==> run_1/io_fan.png <==
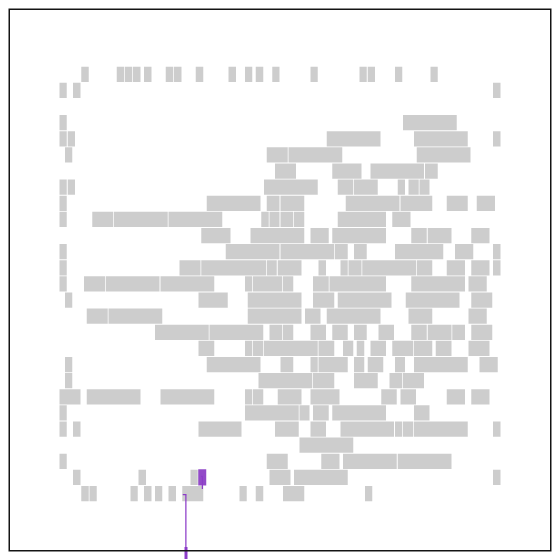
==> run_1/clk_routes.png <==
The bar under the picture is 20 um long.
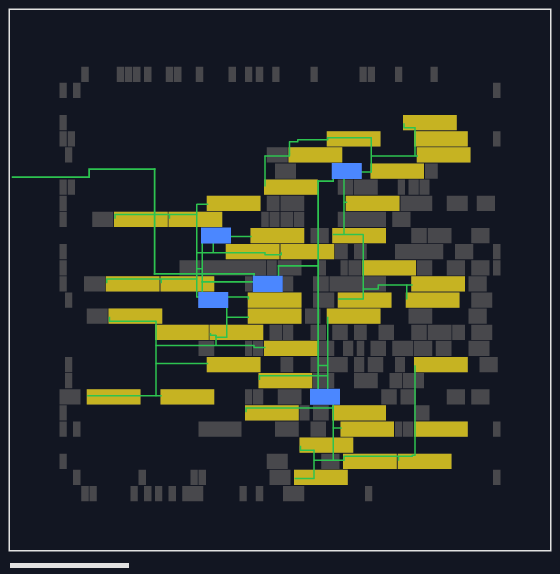
==> run_1/logic_types.png <==
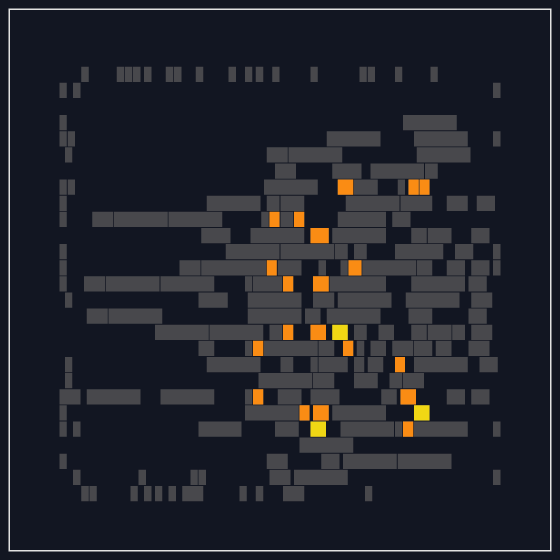
==> run_1/wires.png <==
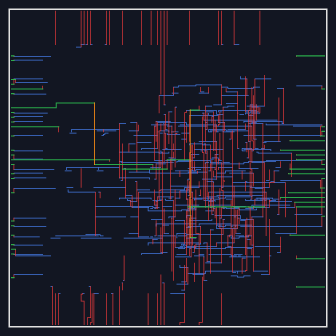
$ cat config.mk
export PLATFORM = sky130hd
export DESIGN_NAME = int_ctrl_flat
export DESIGN_NICKNAME = d
export VERILOG_FILES = /design/src/rtl/int_ctrl_if.sv /design/src/rtl/int_ctrl.sv /design/src/flat_wrapper.sv
export SDC_FILE = /design/constraint.sdc
export NUM_CORES = 1
export LEC_CHECK = 0
export CORE_MARGIN = 8
export CORE_UTILIZATION = 35
export DETAILED_ROUTE_END_ITERATION = 10
export PLACE_DENSITY = 0.81
export SLEW_MARGIN = 20
export SYNTH_ARGS = -nofsm -noshare
export SYNTH_HDL_FRONTEND = slang
export SYNTH_SLANG_ARGS = --single-unit
$ cat constraint.sdc
create_clock -name clk -period 1.5 [get_ports clk]
set_input_delay 0.3 -clock clk [delete_from_list [all_inputs] [get_ports clk]]
set_output_delay 0.3 -clock clk [all_outputs]
set_load 0.03 [all_outputs]
$ cat src/rtl/int_ctrl_if.sv
// Wishbone slave bundle between the intercon and the interrupt controller.
// The intercon drives the master side; int_ctrl is the slave.
interface int_ctrl_if;
    logic        STB;
    logic        WE;
    logic [31:0] ADDR;
    logic [31:0] DAT_I;
    logic [31:0] DAT_O;
    logic        ACK;

    modport master (output STB, WE, ADDR, DAT_I, input DAT_O, ACK);
    modport slave  (input STB, WE, ADDR, DAT_I, output DAT_O, ACK);
endinterface

$ cat src/rtl/int_ctrl.sv
// Interrupt controller: synchronises raw source levels, latches rising edges into a
// W1C pending register, masks them, and drives a registered INT plus priority CAUSE.
module int_ctrl #(
    parameter int unsigned N_SRC   = 6,
    parameter int unsigned CAUSE_W = 32
) (
    input  logic               clk,
    input  logic               rst,
    input  logic [N_SRC-1:0]   irq,
    int_ctrl_if.slave          bus,
    output logic               INT,
    output logic [CAUSE_W-1:0] CAUSE
);
    logic [N_SRC-1:0]   s1, s2, s3;
    logic [N_SRC-1:0]   rise;
    logic [N_SRC-1:0]   pending, pending_next;
    logic [N_SRC-1:0]   mask, mask_next;
    logic [N_SRC-1:0]   active;
    logic [N_SRC-1:0]   clr;
    logic [CAUSE_W-1:0] cause_next;
    logic               found;
    logic [31:0]        rd_data;
    logic               access;
    logic               wr;
    logic [1:0]         reg_sel;
    logic               unused_bits;

    assign reg_sel     = bus.ADDR[3:2];
    assign access      = bus.STB & ~bus.ACK;
    assign wr          = access & bus.WE;
    assign rise        = s2 & ~s3;
    assign active      = pending & mask;
    assign unused_bits = ^{bus.ADDR[31:4], bus.ADDR[1:0], bus.DAT_I};

    // A fresh rise is OR-ed in after the clear so it survives a same-cycle W1C.
    always_comb begin
        clr       = '0;
        mask_next = mask;
        if (wr && reg_sel == 2'd0)
            clr = bus.DAT_I[N_SRC-1:0];
        if (wr && reg_sel == 2'd1)
            mask_next = bus.DAT_I[N_SRC-1:0];
        pending_next = (pending & ~clr) | rise;
    end

    always_comb begin
        cause_next = '0;
        found      = 1'b0;
        for (int unsigned i = 0; i < N_SRC; i++) begin
            if (active[i] && !found) begin
                cause_next = CAUSE_W'(i);
                found      = 1'b1;
            end
        end
    end

    always_comb begin
        rd_data = '0;
        case (reg_sel)
            2'd0:    rd_data[N_SRC-1:0] = pending;
            2'd1:    rd_data[N_SRC-1:0] = mask;
            2'd2:    rd_data[N_SRC-1:0] = s2;
            default: rd_data = 32'(CAUSE);
        endcase
    end

    always_ff @(posedge clk or posedge rst) begin
        if (rst) begin
            s1        <= '0;
            s2        <= '0;
            s3        <= '0;
            pending   <= '0;
            mask      <= '0;
            INT       <= 1'b0;
            CAUSE     <= '0;
            bus.ACK   <= 1'b0;
            bus.DAT_O <= '0;
        end else begin
            s1      <= irq;
            s2      <= s1;
            s3      <= s2;
            pending <= pending_next;
            mask    <= mask_next;
            INT     <= |active;
            CAUSE   <= cause_next;
            bus.ACK <= bus.STB & ~bus.ACK;
            if (access)
                bus.DAT_O <= rd_data;
        end
    end
endmodule

$ cat src/flat_wrapper.sv
// flat-port wrapper written by rule: the top's interface ports become plain ports
module int_ctrl_flat 
#(
    parameter int unsigned N_SRC   = 6,
    parameter int unsigned CAUSE_W = 32
)
  (clk, rst, irq, INT, CAUSE, bus_STB, bus_WE, bus_ADDR, bus_DAT_I, bus_DAT_O, bus_ACK);
  int_ctrl_if bus_i ();
  input  logic clk;
  input  logic rst;
  input  logic [N_SRC-1:0] irq;
  output logic INT;
  output logic [CAUSE_W-1:0] CAUSE;
  input wire logic [$bits(bus_i.STB)-1:0] bus_STB;
  input wire logic [$bits(bus_i.WE)-1:0] bus_WE;
  input wire logic [$bits(bus_i.ADDR)-1:0] bus_ADDR;
  input wire logic [$bits(bus_i.DAT_I)-1:0] bus_DAT_I;
  output wire logic [$bits(bus_i.DAT_O)-1:0] bus_DAT_O;
  output wire logic [$bits(bus_i.ACK)-1:0] bus_ACK;
  assign bus_i.STB = bus_STB;
  assign bus_i.WE = bus_WE;
  assign bus_i.ADDR = bus_ADDR;
  assign bus_i.DAT_I = bus_DAT_I;
  assign bus_DAT_O = bus_i.DAT_O;
  assign bus_ACK = bus_i.ACK;
  int_ctrl #(.N_SRC(N_SRC), .CAUSE_W(CAUSE_W)) u_core (.clk(clk), .rst(rst), .irq(irq), .bus(bus_i), .INT(INT), .CAUSE(CAUSE));
endmodule
==> qor.yml, run 1 <==
synthesis:
  ys_sh_simple_pct: 6.34
  async_flop_share_pct: 100
  yosys-top-cells-count: "buf_4 (55), dfrtp_1 (41), o21ai_0 (12)"
  xor_area_share_pct: 0
  avgSynthCellArea_sq_um: 11.9
  synth_cell_type_count: 27
detailed_routing:
  vias_per_cell: 4.06
  ant_nets: 0
  met3WireLength_um: 293
  via_count: 1124
  wl_mm: 3.68
  wl_per_cell_um: 13.3
pwr:
  pwr-share-comb_pct: 24.6
  p_comb_uw: 735
  power_switching_uw: 950
  p_per_area_mw_per_mm2: 1310
  p_clk_uw: 920
  p_leak_uw: 0.00107
  peakVddDrop_mv: 0.485
cts:
  clk_latency_ns: 0.29
  clockBufferDepth: 2
  clk_pin_slew_worst_paths_ns: 0.08
  post_cts_buffers: 0
  clock_tree.root_cell: "clkbuf_8"
die:
  core_sq_mm: 0.00547
  die.size.x_um: 91.1
sta:
  period_used_pct: 93.6
  fin_skew_ns: 0.00816
worst_setup_path:
  cp-start-kind: "primary input"
  crit_slowest_cell: "clkdlybuf4s50_1"
  timing.rr.end: "u_core.bus.DAT_O[2]"
  cp.depth: 3
  reg2reg_depth: 2
  regToRegStartpoint: "u_core.s2[2]"
  cp_num_buf_inv: 1
  crit_chain: "clkdlybuf4s50_1 > mux4_2 > mux2_2"
final_layout:
  drive_above_1_share_pct: 13.2
  diodes: 0
outcome:
  status: "completed"
min_path:
  holdCritStartpoint: "u_core.s1[2]"
  holdPathStages: 0
  hold_class: "register to register"
placed_design:
  placed_cell_area_sq_mm: 0.00217
grt:
  grt_pass1_wl_mm: 6.22
Notes on io_fan.png above:
Key: purple = rst [bits 1, direction input, edge south, end cells 1, buffers 1, wire 11.6 um]

Notes on clk_routes.png above:
Key: blue = clock drivers [count 5]; green = clock wires [length 491 um]; yellow = flip-flops [count 41]
There are 6 routed clock nets.

Notes on logic_types.png above:
Key: orange = inverting AOI/OAI gates [cells 20]; yellow = AND-OR and OR-AND gates [cells 3]

Notes on wires.png above:
Key: orange = metal 4 [wire length 54.4 um]; green = metal 3 [wire length 294 um]; blue = metal 1 [wire length 1590 um]; red = metal 2 [wire length 1740 um]

-- run 1: area by class of cell --
type                       instances  area [sq um]
fill                             556          3190
sequential                        41          1030
multi-input combinational        113           678
timing repair buffer              36           338
tap                               72          90.1
clock buffer                       6          82.6
clock inverter                     2          37.5
inverter                           7          26.3
-- run 1: per-stage QoR --
stage / hold slack (ns) / total power, uW
3_3_place_gp: 0.332 / 2110
4_1_cts: 0.352 / 3010
3_5_place_dp: 0.335 / 2140
5_1_grt: 0.356 / 3130
6_report: 0.350 / 2990
2_1_floorplan: 0.331 / 1980
-- run 1: placed cells by master (no fill, tap or decap), types with 2 or more instances in the layout --
| cell | count |
|---|---|
| conb_1 | 55 |
| dfrtp_1 | 41 |
| clkdlybuf4s50_1 | 16 |
| o21ai_0 | 12 |
| dlygate4sd2_1 | 12 |
| mux2_2 | 8 |
| inv_1 | 7 |
| buf_4 | 7 |
| nand2b_1 | 6 |
| clkbuf_8 | 6 |
| nand2_1 | 4 |
| mux2i_1 | 3 |
| nand3b_1 | 3 |
| o211ai_1 | 3 |
| o21a_1 | 3 |
| a22oi_1 | 2 |
| nor2b_1 | 2 |
| mux4_2 | 2 |
-- run 1: sequential cells by signal (all words and copies together), names as in the netlist --
| name | flops |
|---|---|
| u_core.bus.DAT_O | 6 |
| u_core.mask | 6 |
| u_core.pending | 6 |
| u_core.s1 | 6 |
| u_core.s2 | 6 |
| u_core.s3 | 6 |
| u_core.CAUSE | 3 |
| u_core.INT | 1 |
| u_core.bus.ACK | 1 |
-- run 1: timing repair --
action | in CTS | in global routing
endpoints found under the setup margin | 13 | 0
hold buffers | 0 | 0
gates resized | 12 | 0
-- run 1: per-layer routing --
metal	global-route usage [%]	vias to the layer above
li1	-	519
met4	4.09	0
met5	0	-
met3	3.70	5
met1	10.6	544
met2	14.8	56
## Run 2: what changed since run 1
Settings changed: CORE_UTILIZATION 35 to 36, CTS_BUF_LIST set to sky130_fd_sc_hd__clkbuf_4 sky130_fd_sc_hd__clkbuf_8, PLACE_DENSITY 0.81 to 0.83.
==> run_2/io_fan.png <==
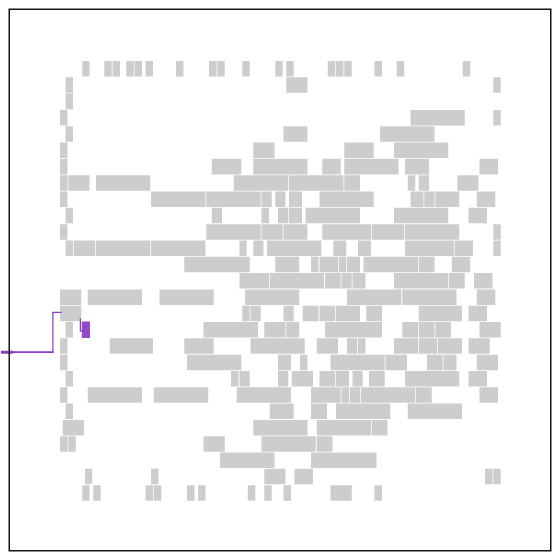
Key: purple = rst [bits 1, direction input, edge west, end cells 1, buffers 1, wire 17.4 um]

==> run_2/clk_routes.png <==
The bar under the picture is 20 um long.
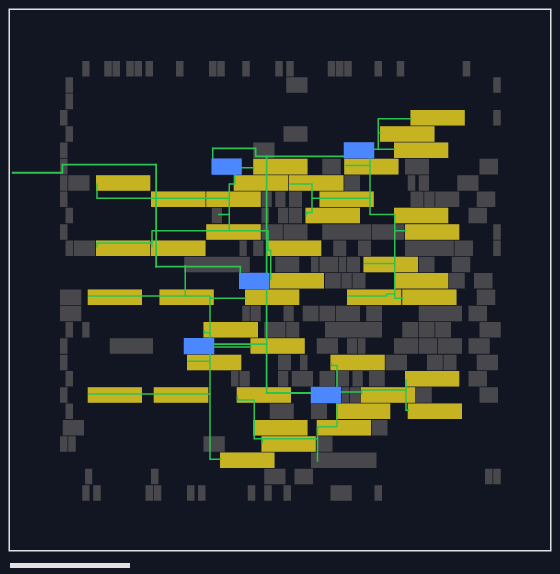
Key: yellow = flip-flops [count 41]; blue = clock drivers [count 5]; green = clock wires [length 466 um]
There are 6 routed clock nets.
clk latency late pin: 0.29 ns
Setup Skew: 0.00334 ns
Clock Power: 1020 uW
Clk pwr share: 33.1%

==> qor.yml, run 2 <==
outcome:
  status: "completed"
cts:
  post_cts_buffers: 0  # unchanged
  clockBufferDepth: 2  # unchanged
  clock_tree.root_cell: "clkbuf_8"
placed_design:
  placed_cells: 269
  placed_cell_area_sq_mm: 0.00219  # +0.58%
sta:
  hold-worst-slack_ns: 0.350  # -0.000230 ns
  period_used_pct: 95.9  # +2.3 points
synthesis:
  async_flop_share_pct: 100  # unchanged
  avgSynthCellArea_sq_um: 11.9  # unchanged
  synth_cell_type_count: 27  # unchanged
  yosys-top-cells-count: "buf_4 (55), dfrtp_1 (41), o21ai_0 (12)"
worst_setup_path:
  reg2reg_depth: 2  # unchanged
  timing.rr.end: "u_core.bus.DAT_O[2]"
  cp-start-kind: "primary input"
  crit_path_end_kind: "register"
pwr:
  p_per_area_mw_per_mm2: 1340  # +2.3%
  p_leak_uw: 0.00109  # +1.7%
  peakVddDrop_mv: 0.484  # -0.13%
  p_comb_uw: 734  # about the same
  power_switching_uw: 932  # -1.9%
  pwr-share-comb_pct: 23.8  # -0.8 points
final_layout:
  layout_top_cell: "conb_1"
  mi_logic_area_sq_um: 678  # unchanged
  diodes: 0  # unchanged
  ff_latch_area_sq_mm: 0.00103  # unchanged
  fillers: 544  # -2.2%
  final_cell_mix: "conb_1 (55), dfrtp_1 (41), clkdlybuf4s50_1 (16)"
detailed_routing:
  ant_nets: 0  # unchanged
  via_count: 1107  # -1.5%
  vias_per_cell: 4.00  # -1.5%
die:
  die.size.x_um: 90.0  # -1.2%
==> run_2/wires.png <==
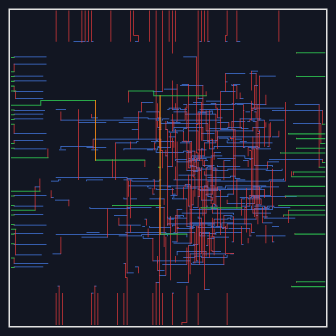
Key: blue = metal 1 [wire length 1510 um]; orange = metal 4 [wire length 56.4 um]; red = metal 2 [wire length 1800 um]; green = metal 3 [wire length 297 um]

## run 2: cell counts after synthesis
Identical to the previous run, type by type.
## run 2: layout make-up
class,instances,area share (%)
multi-input cells,113,29.4
repair buffers,36,15.2
inverters,7,1.14
clock buffers,5,2.99
well taps,72,3.91
clock inverters,3,2.82
flip-flops and latches,41,44.5
## run 2: how the worst min path moves through the flow
stage / depth (start not counted) / to / start / slack (ns)
after floorplan: 0 / u_core.s2[0] / u_core.s1[0] / 0.33
after global placement: 0 / u_core.s2[0] / u_core.s1[0] / 0.33
after detailed placement: 0 / u_core.s2[2] / u_core.s1[2] / 0.33
after CTS: 0 / u_core.s2[2] / u_core.s1[2] / 0.35
after global routing: 0 / u_core.s2[2] / u_core.s1[2] / 0.36
final: 0 / u_core.s2[2] / u_core.s1[2] / 0.35
## run 2: cells by family after synthesis
| group | count (synthesis) | share of synthesized area [%] |
|---|---|---|
| AOI/OAI and AO/OA | 23 | 7.10 |
| and+or+nand+nor | 20 | 6.34 |
| DFF | 41 | 52.0 |
| muxes | 15 | 10.5 |
| other | 1 | 0.190 |
| buffers and inverters | 66 | 23.9 |
## run 2: repair_timing
item	in CTS	in global routing
setup endpoints to repair	18	0
resized	12	0
hold buffers	0	0
## run 2: worst max-delay path: stages
cell             delay (ns)
clkdlybuf4s50_1        0.54
mux4_2                 0.51
mux2_2                 0.27
## run 2: per-layer routing
| metal | share of wire, % | track usage [%] |
|---|---|---|
| met5 | 0 | 0 |
| met3 | 8.1 | 4.57 |
| met4 | 1.5 | 3.74 |
| met1 | 41 | 10.5 |
| met2 | 49 | 15.3 |
## run 2: through the flow
step                      utilization [%]  total power [uW]
after floorplan                         -              1980
after global placement               40.4              2120
after detailed placement             40.4              2140
after CTS                            42.6              3140
after global routing                 42.6              3250
final                                42.6              3090
## Run 3: what changed since run 2
Settings changed: ABC_CLOCK_PERIOD_IN_PS set to 1500, CORE_UTILIZATION 36 to 60, CTS_BUF_LIST sky130_fd_sc_hd__clkbuf_4 sky130_fd_sc_hd__clkbuf_8 to not set, DONT_BUFFER_PORTS set to 1, PLACE_DENSITY 0.83 to 0.76.
==> run_3/wires.png <==
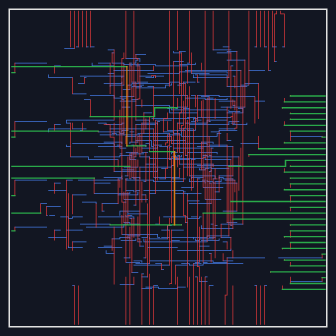
Key: red = metal 2 [wire length 1740 um]; orange = metal 4 [wire length 35.4 um]; blue = metal 1 [wire length 1280 um]; green = metal 3 [wire length 503 um]

==> run_3/clk_routes.png <==
The bar under the picture is 20 um long.
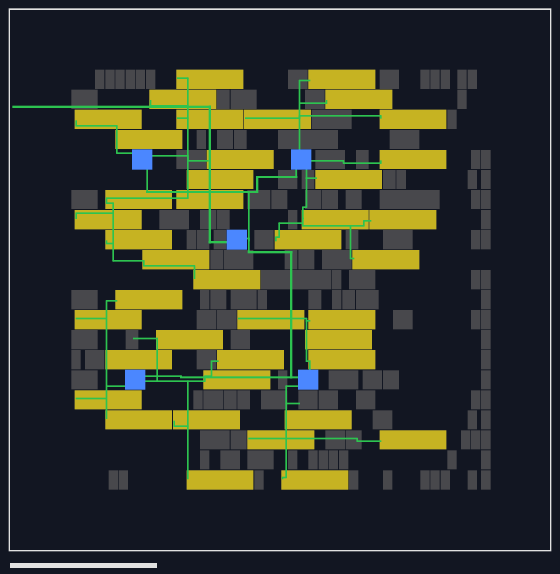
Clock Power: 522 uW
clk latency late pin: 0.35 ns
Clk pwr share: 20.9%
Setup Skew: 0.0110 ns

==> qor.yml, run 3 <==
final_layout:
  ff_latch_area_sq_mm: 0.00103  # unchanged
  mi_logic_area_sq_um: 678  # unchanged
  signal_buffers: 14  # -61%
  inverters: 7  # unchanged
  final_cell_mix: "conb_1 (55), dfrtp_1 (41), o21ai_0 (12)"
  comb_share_pct: 34.5  # +5.1 points
  dominant_cells: "registers"
  final-nonclk-buf-share_pct: 6.24  # -9.0 points
  fillers: 279  # -49%
  diodes: 0  # unchanged
sta:
  hold-worst-slack_ns: 0.0916  # -0.258 ns
  period_used_pct: 87.4  # -8.5 points
cts:
  clock_tree.root_cell: "clkbuf_4"
pwr:
  p_leak_uw: 0.000936  # -14%
  p_per_area_mw_per_mm2: 1270  # -5.1%
  finalPower_uw: 2500  # -19%
die:
  die.size.x_um: 73.3  # -19%
  taps: 46  # -36%
outcome:
  status: "completed"
worst_setup_path:
  max_stage_delay_ns: 0.51  # -0.03 ns
  cp_num_buf_inv: 0  # -1
  crit_slowest_cell: "mux4_1"
  crit_path_end_kind: "register"
  crit_chain: "mux4_1 > mux2_2"
  crit_family: "multiplexers"
detailed_routing:
  vias_per_cell: 4.59  # +15%
  ant_nets: 0  # unchanged
placed_design:
  placed_cells: 213  # -21%
synthesis:
  ys.flop_type: "dfrtp_1"
  async_flop_share_pct: 100  # unchanged
  synth_cell_type_count: 27  # unchanged
  avgSynthCellArea_sq_um: 11.9  # unchanged
==> run_3/clocks.png <==
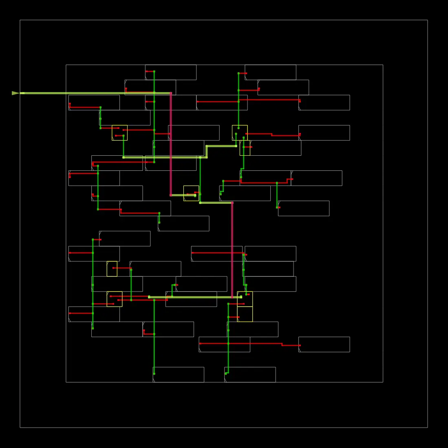
CTS sink cnt: 41
flop count: 41
total CTS buffers: 5
CLK BUF: 5

run 3: cell counts after synthesis:
No cell type changed its count.
run 3: final timing paths:
check / start / end / slack, ns / cells past startpoint
max in group asynchronous: rst / u_core.mask[5] / 0.64 / 3
worst min register to register: u_core.s1[0] / u_core.s2[0] / 0.36 / 0
min in group asynchronous: rst / u_core.mask[3] / 0.51 / 3
worst max register to register: u_core.mask[2] / u_core.bus.DAT_O[2] / 0.19 / 2
worst min-delay path: bus_DAT_I[0] / u_core.mask[0] / 0.09 / 1
worst max-delay path: u_core.mask[2] / u_core.bus.DAT_O[2] / 0.19 / 2
run 3: worst reg2reg max path: stages (launching register included):
cell and delay, ns:
dfrtp_1 0.43, mux4_1 0.51, mux2_2 0.27
run 3: stage by stage:
stage / setup WS [ns] / utilization [%] / area [sq um]
global route: 0.165 / 60.3 / 1970
detailed placement: 0.0427 / 56.3 / 1830
global placement: 0.103 / 56.3 / 1830
finish: 0.189 / 60.3 / 1970
floorplan: 0.158 / - / 2180
CTS: 0.0246 / 60.1 / 1960
run 3: kinds of logic after synthesis:
group                  after synthesis  share of synthesized area (%)
muxes                               15                           10.5
AOI/OAI and AO/OA                   23                           7.10
and+or+nand+nor                     20                           6.34
other                                1                          0.190
DFF                                 41                           52.0
buffers and inverters               66                           23.9
run 3: per-layer routing:
layer  part of all wire (%)  up-vias  wire length, um  global-route usage, %
li1                       -      479                -                      -
met1                     36      519             1280                   13.6
met2                     49       49             1740                   21.0
met3                     14        4              502                   7.37
met4                   0.98        0               35                   3.99
met5                      0        -                0                      0
run 3: power by group:
group	internal (uW)	switching, uW	total, uW
sequential	1240	187	1430
combinational	189	363	553
clock	177	345	522
run 3: timing repair:
action,in CTS,in global routing
hold buffers,7,0
setup endpoints to repair,0,4
gates resized,0,0
setup buffers,0,1
hold endpoints to repair,47,0
Power is estimated from default activity; no workload was simulated.
